**The metal 3 layer**

(1 px per um) Cells faint in the background.
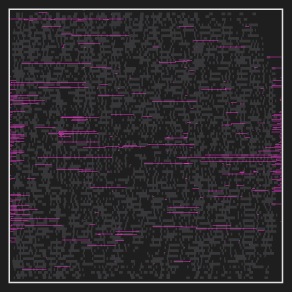
**Cell classes on the final placement**

(1.5 px per um)
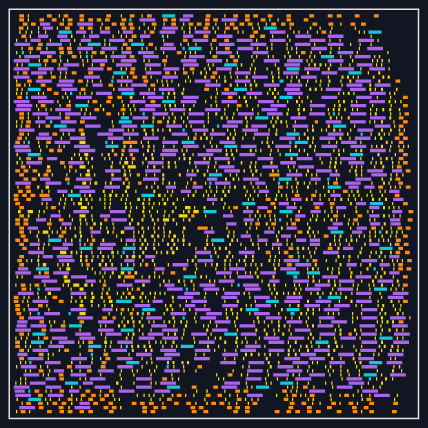
**Cells by drive strength**

(1.5 px per um)
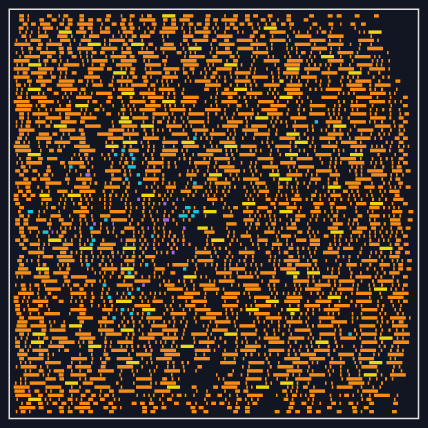
**Sequential cells grouped by signal name**

(1.5 px per um) Other sequential cells in the stronger gray, the rest of the logic in the fainter gray.
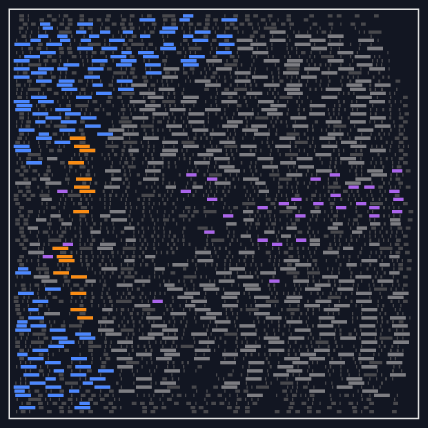
**Cell outlines without signal wires**

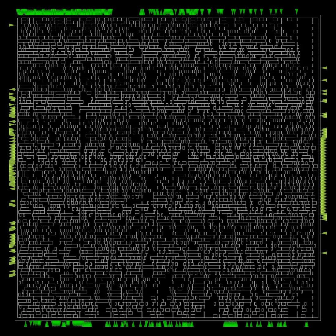
==> config.mk <==
export PLATFORM = sky130hd
export DESIGN_NAME = calc1_port_scheduler
export DESIGN_NICKNAME = d
export VERILOG_FILES = /design/src/rtl/calc1_port_scheduler.sv
export SDC_FILE = /design/constraint.sdc
export NUM_CORES = 1
export LEC_CHECK = 0
export ABC_AREA = 1
export CAP_MARGIN = 40
export CELL_PAD_IN_SITES_DETAIL_PLACEMENT = 2
export CELL_PAD_IN_SITES_GLOBAL_PLACEMENT = 2
export CORE_MARGIN = 2
export CORE_UTILIZATION = 32
export CTS_CLUSTER_SIZE = 8
export DETAILED_ROUTE_END_ITERATION = 8
export PLACE_DENSITY_LB_ADDON = 0.1
export SLEW_MARGIN = 10
export SYNTH_ARGS = -nofsm -noshare
export SYNTH_HDL_FRONTEND = slang
export SYNTH_SLANG_ARGS = --single-unit
==> constraint.sdc <==
create_clock -name c_clk -period 5.3 [get_ports c_clk]
set_clock_uncertainty 0.2 [all_clocks]
set_input_delay 1.325 -clock c_clk [delete_from_list [all_inputs] [get_ports c_clk]]
set_output_delay 1.325 -clock c_clk [all_outputs]
set_load 0.05 [all_outputs]
==> src/rtl/calc1_port_scheduler.sv <==
// Four-port request scheduler sharing one arithmetic/shift unit.
// Each port collects a two-cycle request, is granted round-robin into a one-deep issue register, and routes tagged results back.
module calc1_port_scheduler #(
    parameter int unsigned TIMEOUT_CYC = 15
) (
    input  logic        c_clk,
    input  logic [1:7]  reset,
    input  logic [0:3]  req1_cmd_in,
    input  logic [0:3]  req2_cmd_in,
    input  logic [0:3]  req3_cmd_in,
    input  logic [0:3]  req4_cmd_in,
    input  logic [0:31] req1_data_in,
    input  logic [0:31] req2_data_in,
    input  logic [0:31] req3_data_in,
    input  logic [0:31] req4_data_in,
    output logic [0:31] out_data1,
    output logic [0:31] out_data2,
    output logic [0:31] out_data3,
    output logic [0:31] out_data4,
    output logic [0:1]  out_resp1,
    output logic [0:1]  out_resp2,
    output logic [0:1]  out_resp3,
    output logic [0:1]  out_resp4,
    output logic        alu_valid,
    input  logic        alu_ready,
    output logic [0:3]  alu_cmd,
    output logic [0:31] alu_op1,
    output logic [0:31] alu_op2,
    output logic [0:1]  alu_tag,
    input  logic        alu_done,
    input  logic [0:1]  alu_done_tag,
    input  logic [0:31] alu_result,
    input  logic [0:1]  alu_resp,
    output logic [1:4]  port_busy
);

    localparam int unsigned NPORT  = 4;
    localparam int unsigned CMD_W  = 4;
    localparam int unsigned DATA_W = 32;
    localparam int unsigned RESP_W = 2;
    localparam int unsigned TAG_W  = 2;
    localparam int unsigned CNT_W  = $clog2(TIMEOUT_CYC + 1);

    localparam logic [RESP_W-1:0] RSP_ERR = RESP_W'(2);
    localparam logic [RESP_W-1:0] RSP_TMO = RESP_W'(3);

    typedef enum logic [2:0] {
        ST_IDLE,
        ST_OP2,
        ST_PEND,
        ST_BUSY,
        ST_RESP
    } state_t;

    state_t              state  [NPORT];
    logic [CMD_W-1:0]    cmd_q  [NPORT];
    logic [DATA_W-1:0]   op1_q  [NPORT];
    logic [DATA_W-1:0]   op2_q  [NPORT];
    logic [CNT_W-1:0]    cnt_q  [NPORT];
    logic [DATA_W-1:0]   data_q [NPORT];
    logic [RESP_W-1:0]   resp_q [NPORT];
    logic [NPORT-1:0]    busy_q;

    logic [CMD_W-1:0]    cmd_in  [NPORT];
    logic [DATA_W-1:0]   data_in [NPORT];

    logic                srst;
    logic                load;
    logic [TAG_W-1:0]    rr_last;
    logic                gnt_found;
    logic [TAG_W-1:0]    gnt_idx;
    logic [TAG_W-1:0]    cand;

    assign cmd_in[0]  = req1_cmd_in;
    assign cmd_in[1]  = req2_cmd_in;
    assign cmd_in[2]  = req3_cmd_in;
    assign cmd_in[3]  = req4_cmd_in;
    assign data_in[0] = req1_data_in;
    assign data_in[1] = req2_data_in;
    assign data_in[2] = req3_data_in;
    assign data_in[3] = req4_data_in;

    assign out_data1 = data_q[0];
    assign out_data2 = data_q[1];
    assign out_data3 = data_q[2];
    assign out_data4 = data_q[3];
    assign out_resp1 = resp_q[0];
    assign out_resp2 = resp_q[1];
    assign out_resp3 = resp_q[2];
    assign out_resp4 = resp_q[3];
    assign port_busy = {busy_q[0], busy_q[1], busy_q[2], busy_q[3]};

    // Any asserted reset bit resets the block.
    assign srst = |reset;
    // The issue register may take a new request when empty or being accepted this edge.
    assign load = !alu_valid || alu_ready;

    function automatic logic valid_cmd(input logic [CMD_W-1:0] c);
        return (c == CMD_W'(1)) || (c == CMD_W'(2)) || (c == CMD_W'(5)) || (c == CMD_W'(6));
    endfunction

    // Round-robin search starting at the port after the last grant.
    always_comb begin
        gnt_found = 1'b0;
        gnt_idx   = '0;
        cand      = '0;
        for (int k = 1; k <= NPORT; k++) begin
            cand = rr_last + TAG_W'(k);
            if (!gnt_found && state[cand] == ST_PEND) begin
                gnt_found = 1'b1;
                gnt_idx   = cand;
            end
        end
    end

    always_ff @(posedge c_clk) begin
        if (srst) begin
            for (int p = 0; p < NPORT; p++) begin
                state[p]  <= ST_IDLE;
                cmd_q[p]  <= '0;
                op1_q[p]  <= '0;
                op2_q[p]  <= '0;
                cnt_q[p]  <= '0;
                data_q[p] <= '0;
                resp_q[p] <= '0;
            end
            busy_q    <= '0;
            alu_valid <= 1'b0;
            alu_cmd   <= '0;
            alu_op1   <= '0;
            alu_op2   <= '0;
            alu_tag   <= '0;
            rr_last   <= TAG_W'(NPORT - 1);
        end else begin
            for (int p = 0; p < NPORT; p++) begin
                data_q[p] <= '0;
                resp_q[p] <= '0;
                case (state[p])
                    ST_IDLE: begin
                        if (cmd_in[p] != '0) begin
                            cmd_q[p]  <= cmd_in[p];
                            op1_q[p]  <= data_in[p];
                            busy_q[p] <= 1'b1;
                            state[p]  <= ST_OP2;
                        end
                    end
                    ST_OP2: begin
                        op2_q[p] <= data_in[p];
                        if (valid_cmd(cmd_q[p])) begin
                            state[p] <= ST_PEND;
                        end else begin
                            resp_q[p] <= RSP_ERR;
                            state[p]  <= ST_RESP;
                        end
                    end
                    ST_PEND: begin
                        if (load && gnt_found && gnt_idx == TAG_W'(p)) begin
                            cnt_q[p] <= '0;
                            state[p] <= ST_BUSY;
                        end
                    end
                    ST_BUSY: begin
                        // A result arriving on the timeout cycle wins over the timeout.
                        if (alu_done && alu_done_tag == TAG_W'(p)) begin
                            data_q[p] <= alu_result;
                            resp_q[p] <= alu_resp;
                            state[p]  <= ST_RESP;
                        end else if (cnt_q[p] == CNT_W'(TIMEOUT_CYC - 1)) begin
                            resp_q[p] <= RSP_TMO;
                            state[p]  <= ST_RESP;
                        end else begin
                            cnt_q[p] <= cnt_q[p] + CNT_W'(1);
                        end
                    end
                    ST_RESP: begin
                        busy_q[p] <= 1'b0;
                        state[p]  <= ST_IDLE;
                    end
                    default: state[p] <= ST_IDLE;
                endcase
            end

            if (load) begin
                alu_valid <= gnt_found;
                if (gnt_found) begin
                    alu_cmd <= cmd_q[gnt_idx];
                    alu_op1 <= op1_q[gnt_idx];
                    alu_op2 <= op2_q[gnt_idx];
                    alu_tag <= gnt_idx;
                    rr_last <= gnt_idx;
                end
            end
        end
    end

endmodule

==> results.yml <==
# yosys + openroad results
status:
  status: "complete, no violations"
placement:
  dpl-instance-area_um2: 28300
  port_buffers: 400
  placedCellCount: 3927
yosys:
  top_cell: "nor2_1"
  avgSynthCellArea_um2: 8.94
  synthFlopType: "edfxtp_1"
  top_area_cell: "edfxtp_1"
  simple_gate_share: 0.238
worst_setup_path:
  r2r-end: "alu_op2[31]$_SDFFE_PP0N_"
  cpMaxStageDelayCell: "buf_4"
  reg2reg_depth: 14
  path_cells: "nor2_1 > nand3_1 > nand3_1 > nand2_2 > nand2_1 > nand2_1 > nand2_1 > nand3_1 > nand2_2 > buf_4 > nand3_1 > nand3_1 > nand2_1 > inv_1"
final_layout:
  num_antenna_cells: 1
  final_util: 0.427
  reg_top3: "data_q (128), op1_q (128), op2_q (128)"
  comb_area_um2: 6280
timing:
  max_slew.worst_pin.slew_ns: 0.855
  fin_hold_ws_ns: 0.322
  fin_ws_ns: 1.66
global_route:
  gr-usage-all-layers: 0.232
  busiest_layer: "met2"
  antenna_found_initial: 2
  grtUsageMet2: 0.431
  grt_pass1_vias: 21000
clock_tree:
  cts_tree: "yes"
  post_cts_buffers: 0
  cts_resized: 0
  path_clk_slew_ns: 0.05
power:
  pg_comb_uw: 528
  power_switching_mw: 2.13
  pwr-share-seq: 0.469
floorplan:
  io_pins: 401
  core_area_um2: 71200
drt:
  drc: 0
  drtIter0Drc: 916
  first_pass_iters: 5
  routed-wl-met3_um: 3350
  drtAntennaViolNets: 0
  drt-met1-wl_um: 33000
Notes on 'the metal 3 layer' above:
share of all routed wire: 3.9%
longest straight run: 105 um
main direction: horizontal
via count: 18800
Routed WL: 85300 um
met3 usage: 0.0371

Notes on 'cell classes on the final placement' above:
legend:
  sequential cells:
    color: purple
    cells: 515
  clock drivers and dummy loads:
    color: cyan
    cells: 123
  combinational and other logic:
    color: yellow
    cells: 2028
  remaining buffers and delay cells:
    color: orange
    cells: 434

Notes on 'cells by drive strength' above:
legend:
  _0 and _1 cells:
    color: orange
    cells: 2965
  _2 cells:
    color: purple
    cells: 14
  _3 and _4 cells:
    color: cyan
    cells: 36
  _6 and larger:
    color: yellow
    cells: 85
synth-to-layout area growth: 32.5%
Non-clock buffers: 434

Notes on 'sequential cells grouped by signal name' above:
legend:
  alu_op1:
    color: purple
    sequential_cells: 32
  cnt_q:
    color: orange
    sequential_cells: 16
    where: middle left
  data_q:
    color: blue
    sequential_cells: 128
not colored: 339

Notes on 'cell outlines without signal wires' above:
Tap Count: 950
# rows: 98

## worst min-delay path by stage
stage / endpoint / slack, ns / startpoint
6_report: alu_tag[1]$_SDFFE_PP0N_ / 0.32 / alu_tag[1]$_SDFFE_PP0N_
5_1_grt: alu_tag[1]$_SDFFE_PP0N_ / 0.36 / alu_tag[1]$_SDFFE_PP0N_
4_1_cts: alu_tag[1]$_SDFFE_PP0N_ / 0.33 / alu_tag[1]$_SDFFE_PP0N_
3_5_place_dp: alu_tag[1]$_SDFFE_PP0N_ / 0.31 / alu_tag[1]$_SDFFE_PP0N_
3_3_place_gp: alu_tag[0]$_SDFFE_PP0N_ / 0.31 / alu_tag[0]$_SDFFE_PP0N_
2_1_floorplan: busy_q[2]$_SDFFE_PP0P_ / 0.28 / state[2][2]$_SDFFCE_PP0P_
Power figures rest on the tool's default switching activity, not on a simulated workload.
